PDN straps and rails:
Bar = 20 um. Pins as bars on the die edge.
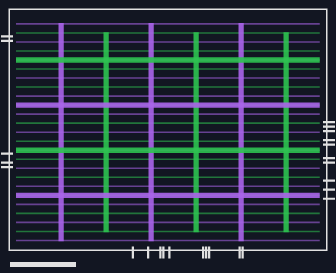
Cells coloured by class:
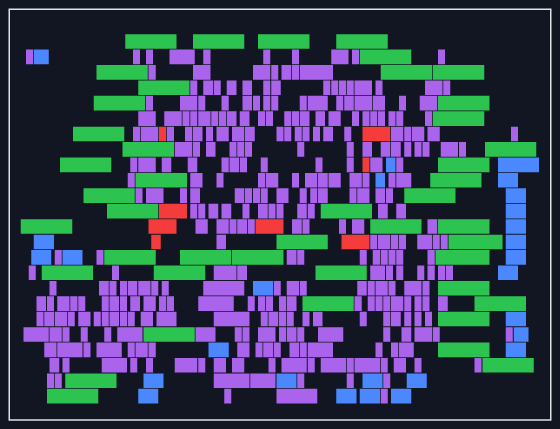
Clock network drawn from the DEF:
Bar = 20 um.
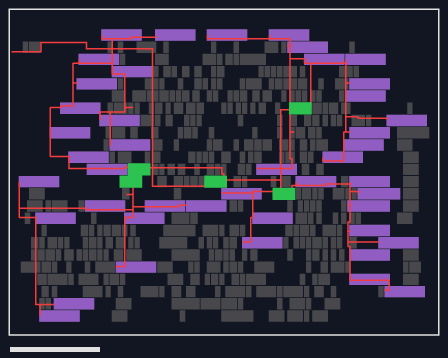
Routed metal, one colour a layer:
Bar = 20 um.
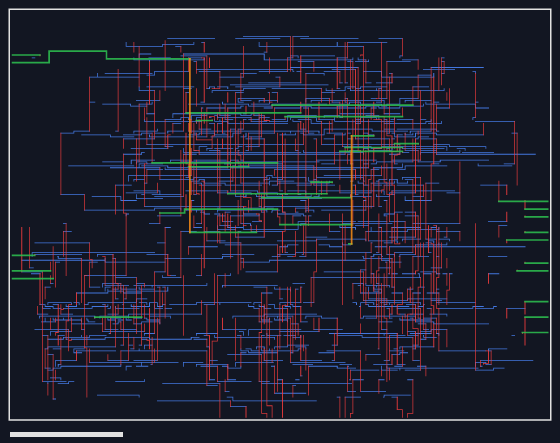
Clock routing:
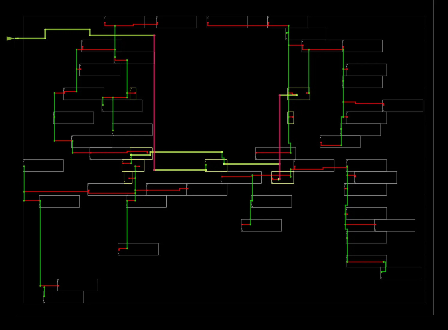
Design traffic_fsm_flat, sky130hd; sources not shown.
==> run_results.csv <==
group,metric,value,unit
setup_path,critPathKind,"primary input to register",
min_path,worstHoldPathType,"register to register",
clocking,post_cts_buffers,0,
global_route,met1_usage,0.314,
timing,worst_slack,2.49,ns
global_route,grt_pass1_vias,2245,
global_route,antenna_found_initial,0,
placement,portBuffers,22,
layout,comb_share,0.455,
flow_run,warning_count,29,
power_and_ir_drop,p_leak,1.57,nW
setup_path,worst-path-buf-inv,4,
global_route,use_met3,0.0398,
floorplan,n_tap_cell,78,
drt,met3_length,328,um
status,status,"complete, no violations",
timing,fin_setup_tns,0,ns
layout,area_growth,14.7,%
drt,top_layer_used,"met4",
synth,synth_cell_type_count,36,
layout,fin_nets,436,
power_and_ir_drop,top_power_group,"combinational logic",
global_route,overflow,0,
clocking,ctsHoldBuffers,0,
setup_path,worst-path-max-fanout,6,
layout,largest_class,"combinational gates",
layout,inv_count,66,
layout,stdcell_count,492,
power_and_ir_drop,p_comb_frac,0.628,
drt,drc_errors,0,
clocking,cts-htree-levels,2,
clocking,path_clk_slew,0.08,ns
drt,antenna_left,0,
synth,synthCells,382,
power_and_ir_drop,switching_power,0.771,mW
synth,ys_warn_count,0,
flow_run,maxCapViolCount,0,
min_path,hold_path_depth,0,
floorplan,dieArea,0.00688,mm^2
layout,mostFrequentLayoutCell,"nand2_1",
placement,dp_hpwl,4.84,mm
global_route,grt_max_degree,31,
synth,ys_seq_frac,0.384,
layout,final_util,0.552,
layout,area.combinational,0.00150,mm^2
setup_path,slowest_stage,"clkdlybuf4s50_1",
synth,ys_chip_area,0.00287,mm^2
timing,hold_viol,0,
power_and_ir_drop,seqPwrFrac,0.254,
timing,finalClockPeriodUsage,0.578,
power_and_ir_drop,finalPower,1.55,mW
setup_path,crit_arrival,3.59,ns
layout,largest_reg_flops,26,
power_and_ir_drop,power.density,470,mW/mm^2
timing,maxSlewViolCount,0,
clocking,clock-root-buffer,"clkbuf_8",
placement,post-place-ws,2.18,ns
global_route,met2_usage,0.265,
setup_path,crit_path_end_kind,"register",
drt,viasPerCell,4.91,
Notes on 'PDN straps and rails' above:
legend:
  purple:
    net: VSS
  green:
    net: VDD
signal pins: 25
met1 rails: 25
rows: 24
Die W: 95.3 um
Placeable Area: 0.00598 mm^2
maximum vdd ir drop: 0.000487 V
Die H: 72.2 um

Notes on 'cells coloured by class' above:
legend:
  purple:
    class: remaining logic cells
    cells: 335
    share_of_their_area: 55%
  red:
    class: clock drivers and dummy loads
    cells: 8
    share_of_their_area: 2.5%
  blue:
    class: remaining buffers and delay cells
    cells: 27
    share_of_their_area: 8.3%
  green:
    class: registers
    cells: 44
    share_of_their_area: 35%
Finished Cell Area: 0.00330 mm^2
Placement Rows: 24

Notes on 'clock network drawn from the DEF' above:
legend:
  green:
    item: clock-net drivers
    count: 5
  purple:
    item: flip-flops
    count: 44
  red:
    item: clock wires
    length: 570 um
flops lie: spread over the die
routed clock nets: 6
clk_lat worst skew: 0.30 ns
Worst Skew: 0.0116 ns

Notes on 'routed metal, one colour a layer' above:
legend:
  green:
    layer: M3
    wire_length: 329 um
  red:
    layer: M2
    wire_length: 2340 um
  blue:
    layer: M1
    wire_length: 3240 um
  orange:
    layer: M4
    wire_length: 49.6 um
Routed WL per cell: 12.1 um
Total Wirelength: 5.96 mm
via count: 2418

Notes on 'clock routing' above:
clkbuf count: 7
flop count: 44
Clock Sinks: 44
Clock net power: 0.183 mW
TritonCTS buffer count: 5

==> cell usage after synthesis, drive strengths merged <==
cell type,count,share of area
fa,1,0.0070
o2111ai,1,0.0030
nor3b,1,0.0026
nor2,51,0.075
dfrtp,42,0.37
buf,4,0.0087
xnor2,8,0.024
nor3,21,0.042
nand3,32,0.072
nor4,6,0.013
o31ai,1,0.0026
conb,1,0.0013
ha,12,0.052
nand4,15,0.033
a31oi,1,0.0022
nand2,93,0.13
a21oi,4,0.0070
o21ai,6,0.010
o21bai,1,0.0026
or2,3,0.0065
inv,66,0.086
xor2,9,0.027
dfstp,2,0.018
nand3b,1,0.0026
==> cell families after synthesis <==
kind of cell | share of synthesized area
simple gates | 0.381
buf+inv | 0.0949
flops | 0.384
xor+xnor | 0.0518
compound gates | 0.0279
fa+ha+maj | 0.0592
other cells | 0.00131
Power and IR drop assume default switching activity.
